Run 1, the metal 3 layer:
Bar = 50 µm.
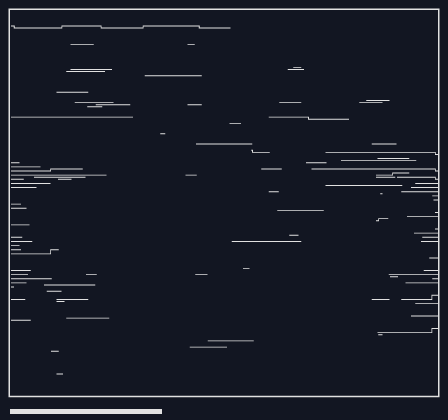
Run 1, wires at chosen ports, followed through buffers:
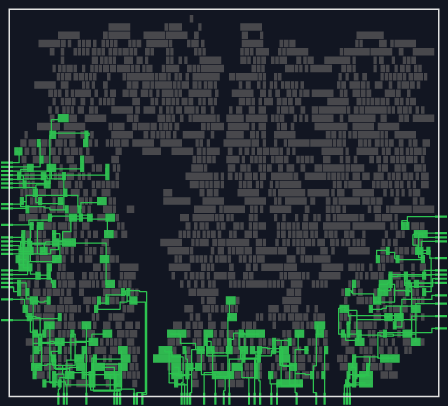
Run 1, metal 2:
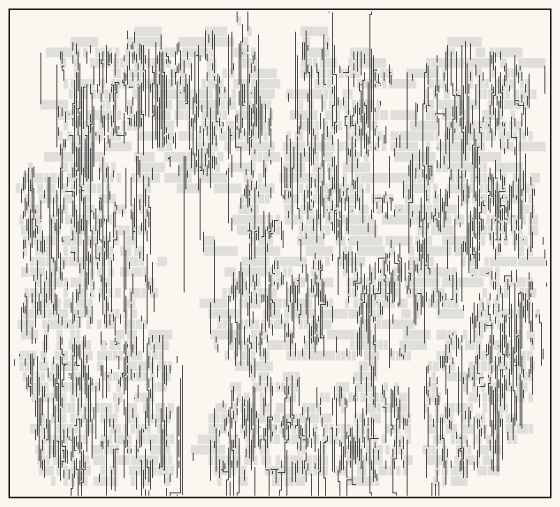
Run 1, cell placement:
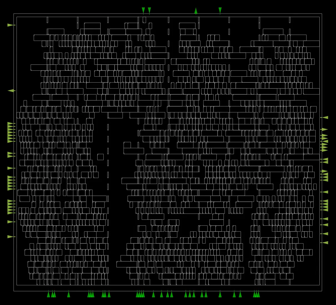
--- src/rtl/sensor_supervisor_multi.sv ---
// Multi-channel sensor supervisor: each channel trips its relay on a debounced
// out-of-band reading, holds it open for a wait period, and locks out after
// repeated trips until released by that channel's clear.
module sensor_supervisor_multi #(
   parameter int unsigned N_CH       = 4,
   parameter int unsigned W          = 16,
   parameter int unsigned SEN_REF    = 350,
   parameter int unsigned THRESHOLD  = 100,
   parameter int unsigned DEBOUNCE   = 3,
   parameter int unsigned WAIT_TICKS = 312,
   parameter int unsigned MAX_RETRY  = 3
) (
   input  logic              clk_16ms,
   input  logic              rst,
   input  logic              enable,
   input  logic [N_CH-1:0]   clear,
   input  logic [N_CH*W-1:0] sen,
   output logic [N_CH-1:0]   relay_out,
   output logic [N_CH-1:0]   lockout,
   output logic              any_trip
);

   localparam int unsigned TW = $clog2(WAIT_TICKS + 1);
   localparam int unsigned DW = $clog2(DEBOUNCE + 1);
   localparam int unsigned RW = $clog2(MAX_RETRY + 1);

   localparam logic [W-1:0]  REF_W     = W'(SEN_REF);
   localparam logic [W-1:0]  THR_W     = W'(THRESHOLD);
   localparam logic [TW-1:0] WAIT_LAST = TW'(WAIT_TICKS - 1);
   localparam logic [DW-1:0] DEB_LAST  = DW'(DEBOUNCE - 1);
   localparam logic [RW-1:0] RETRY_MAX = RW'(MAX_RETRY);

   typedef enum logic [2:0] {
      StIdle    = 3'd0,
      StMonitor = 3'd1,
      StOpen    = 3'd2,
      StWait    = 3'd3,
      StLockout = 3'd4
   } state_e;

   for (genvar k = 0; k < int'(N_CH); k++) begin : g_ch
      logic [W-1:0]  sample;
      logic [W-1:0]  diff;
      logic          fail;
      logic          legal;
      state_e        state_q;
      logic [DW-1:0] deb_q;
      logic [TW-1:0] timer_q;
      logic [RW-1:0] retry_q;
      logic          relay_q;
      logic          lock_q;

      // Absolute deviation from nominal, larger minus smaller so it never wraps.
      always_comb begin
         sample = sen[k*W +: W];
         diff   = (sample > REF_W) ? (sample - REF_W) : (REF_W - sample);
         fail   = (diff > THR_W);
         legal  = state_q inside {StIdle, StMonitor, StOpen, StWait, StLockout};
      end

      // Channel FSM; relay/lockout are registered from the state being entered.
      always_ff @(posedge clk_16ms) begin
         if (rst) begin
            state_q <= StIdle;
            deb_q   <= '0;
            timer_q <= '0;
            retry_q <= '0;
            relay_q <= 1'b0;
            lock_q  <= 1'b0;
         end else if (state_q == StLockout && clear[k]) begin
            // Release works even while the global enable is low.
            state_q <= StIdle;
            deb_q   <= '0;
            timer_q <= '0;
            retry_q <= '0;
            relay_q <= 1'b0;
            lock_q  <= 1'b0;
         end else if (enable || !legal) begin
            case (state_q)
               StIdle: begin
                  deb_q   <= '0;
                  timer_q <= '0;
                  retry_q <= '0;
                  state_q <= StMonitor;
                  relay_q <= 1'b0;
                  lock_q  <= 1'b0;
               end
               StMonitor: begin
                  relay_q <= 1'b0;
                  lock_q  <= 1'b0;
                  if (fail) begin
                     timer_q <= '0;
                     if (deb_q == DEB_LAST) begin
                        deb_q   <= '0;
                        state_q <= StOpen;
                        relay_q <= 1'b1;
                     end else begin
                        deb_q <= deb_q + 1'b1;
                     end
                  end else begin
                     deb_q <= '0;
                     // A long enough healthy run forgives earlier trips.
                     if (retry_q != '0) begin
                        if (timer_q == WAIT_LAST) begin
                           retry_q <= '0;
                           timer_q <= '0;
                        end else begin
                           timer_q <= timer_q + 1'b1;
                        end
                     end
                  end
               end
               StOpen: begin
                  if (retry_q != RETRY_MAX) begin
                     retry_q <= retry_q + 1'b1;
                  end
                  timer_q <= '0;
                  state_q <= StWait;
                  relay_q <= 1'b1;
                  lock_q  <= 1'b0;
               end
               StWait: begin
                  relay_q <= 1'b1;
                  lock_q  <= 1'b0;
                  if (timer_q == WAIT_LAST) begin
                     timer_q <= '0;
                     if (retry_q == RETRY_MAX) begin
                        state_q <= StLockout;
                        lock_q  <= 1'b1;
                     end else begin
                        state_q <= StMonitor;
                        relay_q <= 1'b0;
                     end
                  end else begin
                     timer_q <= timer_q + 1'b1;
                  end
               end
               StLockout: begin
                  relay_q <= 1'b1;
                  lock_q  <= 1'b1;
               end
               default: begin
                  state_q <= StIdle;
                  deb_q   <= '0;
                  timer_q <= '0;
                  retry_q <= '0;
                  relay_q <= 1'b0;
                  lock_q  <= 1'b0;
               end
            endcase
         end
      end

      assign relay_out[k] = relay_q;
      assign lockout[k]   = lock_q;
   end

   assign any_trip = |relay_out;

endmodule

--- config.mk ---
export PLATFORM = sky130hd
export DESIGN_NAME = sensor_supervisor_multi
export DESIGN_NICKNAME = d
export VERILOG_FILES = /design/src/rtl/sensor_supervisor_multi.sv
export SDC_FILE = /design/constraint.sdc
export NUM_CORES = 1
export LEC_CHECK = 0
export ABC_AREA = 1
export CAP_MARGIN = 20
export CORE_ASPECT_RATIO = 0.9
export CORE_UTILIZATION = 45
export DETAILED_ROUTE_END_ITERATION = 6
export DONT_BUFFER_PORTS = 1
export PLACE_DENSITY_LB_ADDON = 0.2
export SLEW_MARGIN = 10
export SYNTH_ARGS = -nofsm -noshare
export SYNTH_HDL_FRONTEND = slang
export SYNTH_SLANG_ARGS = --single-unit
--- constraint.sdc ---
create_clock -name clk_16ms -period 2.01 [get_ports clk_16ms]
set_clock_uncertainty 0.05 [all_clocks]
set_input_delay 0.201 -clock clk_16ms [delete_from_list [all_inputs] [get_ports clk_16ms]]
set_output_delay 0.201 -clock clk_16ms [all_outputs]
set_load 0.05 [all_outputs]
==> results.sh, run 1 <==
# flow metrics
export IMPL_status="complete, no violations"
export IMPL_cts_clk_slew_worst_paths_ps=50
export IMPL_min_period_ps=1937
export IMPL_area_growth_pct=22.59
export IMPL_ios=80
export IMPL_comb_share_pct=58.61
export IMPL_crit_required_ps=2190
export IMPL_r2r_end="g_ch[2].retry_q[1]$_SDFFE_PP0P_"
export IMPL_top_layer_used="met4"
export IMPL_clockNetworkAreaShare_pct=3.365
export IMPL_maxSlewViolCount=0
export IMPL_syn_area_mm2=0.007765
export IMPL_n_all_buffers=138
export IMPL_dp_hpwl_mm=15.14
export IMPL_final_layout_top_logic_cell="nand2_1"
export IMPL_wl_per_cell_um=11.15
export IMPL_port_buffers=0
export IMPL_dp_cells=1722
export IMPL_whs_path_depth=3
export IMPL_setup_viol=0
export IMPL_tightest_slew_ps=534.4
export IMPL_drtAntennaViolNets=0
export IMPL_num_antenna_cells=0
export IMPL_critPathKind="flip-flop to flip-flop"
export IMPL_final_seq_area_mm2=0.001454
export IMPL_routedLengthMet1_mm=9.569
export IMPL_drcViolationCount=0
export IMPL_placed_cell_area_mm2=0.008945
export IMPL_fin_ws_ps=73.05
export IMPL_crit_slowest_cell="dfxtp_4"
export IMPL_cap_violations=0
export IMPL_dr_wl_met2_mm=8.738
export IMPL_async_flop_share_pct=0
export IMPL_cts_tree="built"
export IMPL_max_freq_mhz=516.3
export IMPL_grt_pass1_wl_mm=33.57
export IMPL_yosys_warnings=0
export IMPL_ys_flops=72
export IMPL_cts_htree_levels=3
export IMPL_gp_congestion=0.8788
export IMPL_final_area_mm2=0.009519
export IMPL_ir_drop_v=0.0003902
export IMPL_rsz0062_at_grt="true"
export IMPL_nets=1621
export IMPL_fp_util_pct=45.97
export IMPL_antenna_found_initial=0
export IMPL_numCtsBuffers=9
export IMPL_first_pass_iters=5
export IMPL_edf_count=0
export IMPL_met1_usage_pct=29.34
export IMPL_hold_class="primary input to flip-flop"
export IMPL_clockBufferDepth=2
export IMPL_hold_viol=0
export IMPL_setup_tns_ps=0
export IMPL_ys_types=49
export IMPL_chipArea_mm2=0.01779
export IMPL_logic_gate_count=1092
export IMPL_hold_slack_ps=48.97
export IMPL_cp_end_kind="flip-flop"
export IMPL_drt_total_wl_mm=19.47
export IMPL_seq_share_pct=15.27
export IMPL_synth_nets=1494
export IMPL_ff2ff_setup_slack_ps=70
export IMPL_die_height_um=126.6
export IMPL_rr_startpoint="g_ch[2].timer_q[0]$_SDFFE_PP0P_"
export IMPL_instances_no_fill=1746
export IMPL_clock_buffers=9
export IMPL_p_leak_nw=4.766
export IMPL_utilization_pct=56.36
export IMPL_pre_cts_ws_ps=-227.7
export IMPL_nFillCells=1722
export IMPL_drtIter0Drc=436
export IMPL_worstPathBufferInverterCount=2
export IMPL_path_cells="ha_4 -> nand2_1 -> nor3_2 -> nand4_1 -> inv_1 -> o21ai_1 -> a2111oi_1 -> buf_4 -> nand3_1 -> nand2_1 -> nor2_1"
export IMPL_logic_area_mm2=0.005579
export IMPL_grtUsageMet3_pct=4.077
export IMPL_rr_worst_depth=11
export IMPL_crit_path_start="g_ch[2].timer_q[0]$_SDFFE_PP0P_"
export IMPL_syn_avg_cell_area_um2=5.535
export IMPL_clk_latency_ps=340
export IMPL_slew_headroom_pct=64.32
export IMPL_dr_wl_met3_um=975
-- 'the metal 3 layer' (at the start) --
nets with wire on the layer = 84
share of all routed wire = 5.0%
wire length on this layer = 976 µm
main direction = horizontal

-- 'wires at chosen ports, followed through buffers' (at the start) --
green -> sen  # bits 64, direction input, edge 29 bottom, 22 left, 13 right, end cells 215, buffers 0, wire 2170 µm

-- 'metal 2' (at the start) --
wire length on this layer = 8740 µm
share of all routed wire = 45%
nets with wire on the layer = 1191
longest straight run = 40.8 µm
main direction = vertical

-- 'cell placement' (at the start) --
Tapcells: 211
core area: 0.01689 mm²
Rows: 45

-- run 1: cells by family (layout without fill, tap and decap cells) --
group	count (synthesis)	count (layout)	share of synthesized area, %
and+or+nand+nor	843	844	46.78
buffers and inverters	240	371	12.57
AOI/OAI and AO/OA	169	169	12.21
DFF	72	72	18.56
xor gates and xnor gates	59	59	6.655
adders and majority gates	20	20	3.223
-- run 1: state kept, by name (all words and copies together), names as in the netlist --
name          count
g_ch.retry_q      8
g_ch.deb_q        8
g_ch.state_q     12
g_ch.lock_q       4
g_ch.timer_q     36
g_ch.relay_q      4
-- run 1: report_power, final --
part           internal (mW)  total [mW]  switching (mW)
registers               1.51        1.59          0.0761
clock network           1.09        1.72           0.633
logic                  0.544        1.35           0.805
-- run 1: cell usage after synthesis, types with 4 or more instances --
master | instances | share of area (%)
ha_1 | 20 | 3.2
nand2_2 | 18 | 1.5
buf_6 | 4 | 0.58
nand4_1 | 23 | 1.9
nand3_1 | 100 | 6.4
nor2_2 | 16 | 1.3
nand3_2 | 5 | 0.64
dfxtp_1 | 72 | 19
nor3_1 | 26 | 1.7
nand3b_1 | 4 | 0.39
buf_4 | 11 | 1.1
nor2_1 | 172 | 8.3
xor2_1 | 54 | 6.1
nor4_1 | 5 | 0.40
o21ai_0 | 50 | 3.2
a21oi_1 | 91 | 5.9
inv_1 | 209 | 10
nand2_1 | 457 | 22
clkbuf_1 | 5 | 0.24
xnor2_1 | 5 | 0.56
inv_2 | 7 | 0.34
-- run 1: what timing repair did --
action	4_1_cts	5_1_grt
cloned	0	1
hold buffers	1	0
pin swaps	1	10
hold endpoints to repair	3	0
setup endpoints to repair	4	53
setup buffers	1	5
resized	2	55
Run 1, cell classes on the final placement:
Fill, decap, tap and diode cells in grey.
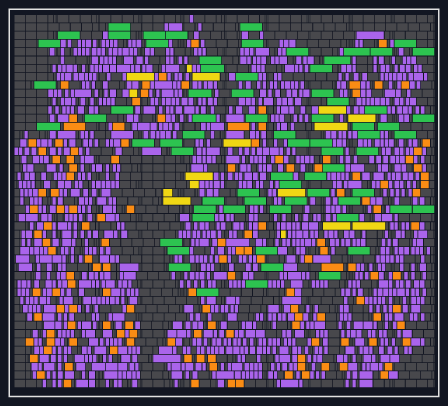

## Run 2: what changed since run 1
- CORE_ASPECT_RATIO: 0.9 -> 1.4
- HOLD_SLACK_MARGIN: default -> 0.08
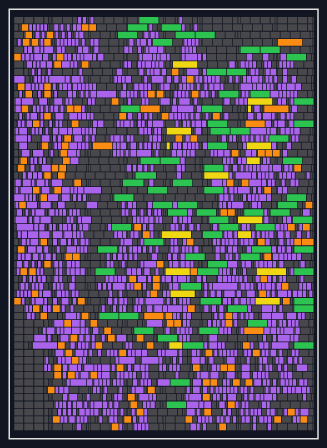
Run 2: cell classes on the final placement
Fill, decap, tap and diode cells in grey.
orange -> remaining buffers and delay cells  # cells 150, share of their area 13%
yellow -> clock drivers and dummy loads  # cells 16, share of their area 3.5%
green -> registers  # cells 72, share of their area 15%
purple -> remaining logic cells  # cells 1310, share of their area 68%

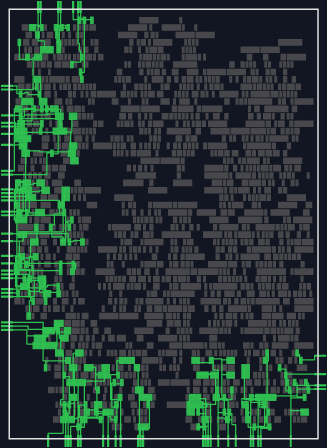
Run 2: wires at chosen ports, followed through buffers
green -> sen  # bits 64, direction input, edge 28 left, 25 bottom, 7 top, 4 right, end cells 215, buffers 0, wire 2050 µm
io pins: 80
port buffer count: 0

==> results.sh, run 2 <==
# flow metrics
export IMPL_power_leader="the clock network"
export IMPL_chipArea_mm2=0.01779
export IMPL_syn_area_mm2=0.007765
export IMPL_power_clock_mw=1.79
export IMPL_drtIter0Drc=452
export IMPL_cts_htree_levels=3
export IMPL_yosys_area_share_simple_pct=46.78
export IMPL_critPathKind="flip-flop to flip-flop"
export IMPL_async_flop_share_pct=0
export IMPL_seq_power_share_pct=33.3
export IMPL_area_growth_pct=25.70
export IMPL_hold_viol=0
export IMPL_p_leak_nw=4.883
export IMPL_maxSlewViolCount=0
export IMPL_die_height_um=157.4
export IMPL_largest_reg_flops=36
export IMPL_powerComb_mw=1.41
export IMPL_grt_pass1_vias=8345
export IMPL_cts_sinks=72
export IMPL_synth_area_top_cells="nand2_1 22%, dfxtp_1 19%, inv_1 10%, nor2_1 8.3%, nand3_1 6.4%"
export IMPL_antenna_found_initial=0
export IMPL_p_sw_share_pct=31.58
export IMPL_common_cells="457 x nand2_1, 209 x inv_1, 172 x nor2_1, 100 x nand3_1, 91 x a21oi_1"
export IMPL_pwr_share_clk_pct=37.3
export IMPL_ys_flops=72
export IMPL_yosys_warnings=0
export IMPL_hold_class="primary input to flip-flop"
export IMPL_netlist_area_leader_share_pct=22.09
export IMPL_cp_end_kind="flip-flop"
export IMPL_dp_hpwl_mm=15.88
export IMPL_setup_viol=0
export IMPL_p_seq_mw=1.60
export IMPL_clk_latency_ps=330
export IMPL_synthAoiAreaFrac_pct=12.21
export IMPL_drt_total_wl_mm=20.26
export IMPL_grt_pass1_wl_mm=33.80
export IMPL_placed_cell_area_mm2=0.009040
export IMPL_worst_path_max_fanout=4
export IMPL_nets=1634
export IMPL_crit_slowest_cell="dfxtp_2"
export IMPL_grt_max_degree=19
export IMPL_status="complete, no violations"
export IMPL_crit_path_start="g_ch[2].timer_q[0]$_SDFFE_PP0P_"
export IMPL_grt_usage_pct=22.50
export IMPL_p_int_mw=3.281
export IMPL_clockBufferDepth=2
export IMPL_edf_count=0
export IMPL_fp_util_pct=46.18
export IMPL_comb_power_share_pct=29.3
export IMPL_drcViolationCount=0
export IMPL_power_switching_mw=1.515
export IMPL_mux_share_pct=0
export IMPL_crit_required_ps=2190
export IMPL_topCombFamilyByArea="simple AND/OR/NAND/NOR gates"
export IMPL_final_layout_top_logic_cell="nand2_1"
export IMPL_min_period_ps=1936
export IMPL_wl_per_cell_um=11.57
export IMPL_cap_violations=0
export IMPL_ir_drop_v=0.0003753
export IMPL_final_area_mm2=0.009761
export IMPL_numCtsBuffers=9
export IMPL_drtAntennaViolNets=0
export IMPL_first_pass_iters=5
export IMPL_met1_usage_pct=23.03
export IMPL_regMostFlops="g_ch.timer_q"
export IMPL_syn_avg_cell_area_um2=5.535
export IMPL_synth_nets=1494
export IMPL_p_per_area_mw_per_mm2=491.4
export IMPL_grtUsageMet3_pct=3.350
export IMPL_synthAdderAreaFrac_pct=3.223
export IMPL_rr_startpoint="g_ch[2].timer_q[0]$_SDFFE_PP0P_"
export IMPL_std_cell_rows=56
export IMPL_slew_headroom_pct=61.83
export IMPL_gp_congestion=0.8881
export IMPL_cts_tree="built"
export IMPL_ys_sh_xor_pct=6.655
export IMPL_ys_types=49
export IMPL_rsz0062_at_grt="true"
export IMPL_yosysTopAreaCell="nand2_1"
export IMPL_synth_seq_share_pct=18.56
export IMPL_cts_clk_slew_worst_paths_ps=50
export IMPL_min_delay_start="clear[1]"
export IMPL_max_freq_mhz=516.4
export IMPL_core_area_mm2=0.01682
export IMPL_synth_top_cell_by_count="nand2_1"
export IMPL_top_regs="g_ch.timer_q x36, g_ch.state_q x12"
export IMPL_path_cells="ha_4 -> nand2_4 -> nor3_2 -> nand4_1 -> inv_2 -> o21ai_1 -> a2111oi_1 -> buf_4 -> nand3_2 -> nand2_1 -> nor2_1"
[run 2: cell types whose count changed in the layout (fill, tap and decap cells not counted), moves of 4 or more]
cell | previous run | this run
nand3_1 | 96 | 90
nand3_2 | 7 | 12
nor2_1 | 159 | 155
buf_4 | 133 | 142
nand2_1 | 449 | 445
[run 2: worst paths after layout]
check | endpoint | slack (ps) | cells past startpoint
max | g_ch[2].retry_q[1]$_SDFFE_PP0P_ | 70 | 11
min | g_ch[1].state_q[2]$_SDFFE_PP0P_ | 120 | 3
max reg2reg | g_ch[2].retry_q[1]$_SDFFE_PP0P_ | 70 | 11
min reg2reg | g_ch[3].timer_q[1]$_SDFFE_PP0P_ | 430 | 2
[run 2: timing repair]
item	CTS	global route
pin swaps	0	15
gates cloned	0	4
hold buffers	1	0
buffers inserted	0	7
endpoints found under the hold margin	4	0
setup endpoints to repair	2	51
gates resized	1	74
[run 2: per-layer routing]
layer  vias up  routed length, µm
li1       4689                  -
met1      3902               8376
met2       155              10770
met3        36                702
met4         0                414
met5         -                  0
[run 2: layout make-up]
| cell class | instances | area [µm²] |
|---|---|---|
| fill | 1658 | 7056 |
| clock inverter | 2 | 60.06 |
| tap | 203 | 254.0 |
| timing repair buffer | 150 | 1229 |
| multi-input combinational | 1093 | 5674 |
| inverter | 217 | 819.5 |
| sequential | 72 | 1450 |
| clock buffer | 14 | 274.0 |
[run 2: stage by stage]
stage	hold WS (ps)	setup WS (ps)	cells	util, %	power, mW
5_1_grt	173.5	-79.51	1751	58.04	5.087
6_report	121.9	73.66	1751	58.04	4.796
3_5_place_dp	345.6	-226.7	1723	53.76	2.943
4_1_cts	116.5	44.78	1740	55.83	4.759
2_1_floorplan	329.5	-70.64	1403	-	2.574
3_3_place_gp	338.8	-213.0	1723	53.76	2.925
Run 2, cell placement:
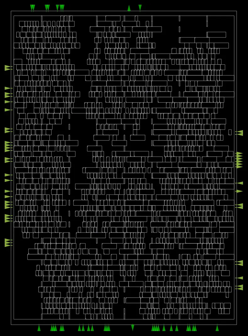

## Run 3: what changed since run 2
- CORE_ASPECT_RATIO: 1.4 -> 0.5
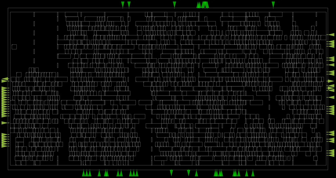
Run 3: cell placement
core area: 0.01664 mm²
flop share of the area: 15.28%
Final Core Density: 57.24%

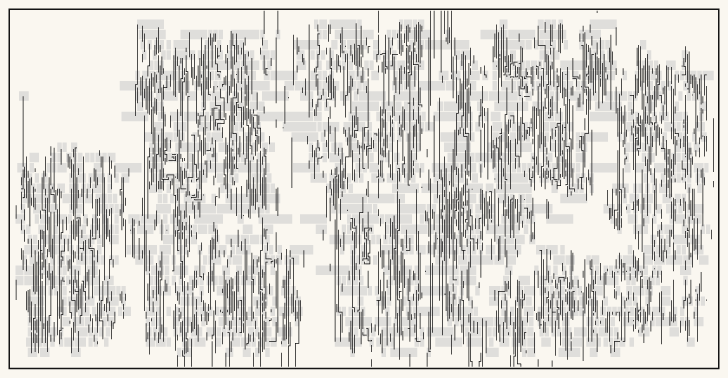
Run 3: metal 2
wire length on this layer = 9590 µm
nets with wire on the layer = 1260

==> results.sh, run 3 <==
# flow metrics
export IMPL_status="complete, no violations"
export IMPL_final_area_mm2=0.009524
export IMPL_p_int_mw=2.978
export IMPL_grt_usage_pct=22.63
export IMPL_ir_drop_v=0.0004232
export IMPL_nFillCells=1670
export IMPL_clockNetworkAreaShare_pct=3.061
export IMPL_routedLengthMet1_mm=9.412
export IMPL_placed_cell_area_mm2=0.008942
export IMPL_port_buffers=0
export IMPL_syn_avg_cell_area_um2=5.535
export IMPL_chipArea_mm2=0.01782
export IMPL_n_all_buffers=141
export IMPL_critPathKind="flip-flop to flip-flop"
export IMPL_rsz0062_at_grt="true"
export IMPL_ys_types=49
export IMPL_logic_area_mm2=0.005585
export IMPL_rr_worst_depth=11
export IMPL_power_switching_mw=1.537
export IMPL_pwr_share_clk_pct=34.5
export IMPL_wl_per_cell_um=11.49
export IMPL_clk_latency_ps=340
export IMPL_synth_nets=1494
export IMPL_final_layout_top_logic_cell="nand2_1"
export IMPL_comb_power_share_pct=30.3
export IMPL_rr_startpoint="g_ch[2].timer_q[0]$_SDFFE_PP0P_"
export IMPL_instances_no_fill=1764
export IMPL_area_growth_pct=22.66
export IMPL_grtUsageMet3_pct=3.828
export IMPL_yosys_warnings=0
export IMPL_grt_pass1_vias=8030
export IMPL_comb_share_pct=58.64
export IMPL_cap_violations=0
export IMPL_buf_share_pct=11.43
export IMPL_synth_top_cell_by_count="nand2_1"
export IMPL_cts_sinks=72
export IMPL_cts_htree_levels=3
export IMPL_cts_clk_slew_worst_paths_ps=60
export IMPL_power_leader="registers"
export IMPL_clockBufferDepth=2
export IMPL_hold_viol=0
export IMPL_numCtsBuffers=9
export IMPL_slew_headroom_pct=57.76
export IMPL_drt_total_wl_mm=20.27
export IMPL_min_period_ps=1958
export IMPL_antenna_found_initial=0
export IMPL_async_flop_share_pct=0
## run 3: critical path, stage by stage (launching register included)
cell	delay (ps)
dfxtp_4	360
ha_4	140
nand2_2	70
nor3_2	170
nand4_1	180
inv_2	110
o21ai_1	60
a2111oi_1	330
buf_4	190
nand3_1	70
nand2_1	70
nor2_1	50
## run 3: worst max path at each step
stage,startpoint,end,slack [ps],cells after the start
3_3_place_gp,sen[17],g_ch[1].timer_q[3]$_SDFFE_PP0P_,-180,17
6_report,g_ch[2].timer_q[0]$_SDFFE_PP0P_,g_ch[2].retry_q[0]$_SDFFE_PP0P_,50,11
5_1_grt,g_ch[2].timer_q[0]$_SDFFE_PP0P_,g_ch[2].retry_q[0]$_SDFFE_PP0P_,-40,11
2_1_floorplan,sen[53],g_ch[3].timer_q[8]$_SDFFE_PP0P_,-70,20
3_5_place_dp,sen[17],g_ch[1].timer_q[7]$_SDFFE_PP0P_,-220,17
4_1_cts,g_ch[2].timer_q[0]$_SDFFE_PP0P_,g_ch[2].retry_q[0]$_SDFFE_PP0P_,60,11
## run 3: stage by stage
step	hold slack [ps]	setup TNS, ps
after detailed placement	344.7	-9459
after floorplan	329.5	-408.0
after CTS	144.5	0
final	150.0	0
after global placement	338.7	-7256
after global routing	218.6	-143.8
## run 3: timing repair
item                       4_1_cts  5_1_grt
buffers inserted                 0       12
gates resized                    2       61
setup endpoints to repair        2       51
hold endpoints to repair         4        0
pin swaps                        0       15
hold buffers                     1        0
## run 3: cell families after synthesis
group,synth area share [%]
simple gates,46.78
flops,18.56
buf+inv,12.57
fa+ha+maj,3.223
compound gates,12.21
xor+xnor,6.655
No activity file was given, so power comes from the tool's default toggle rates.
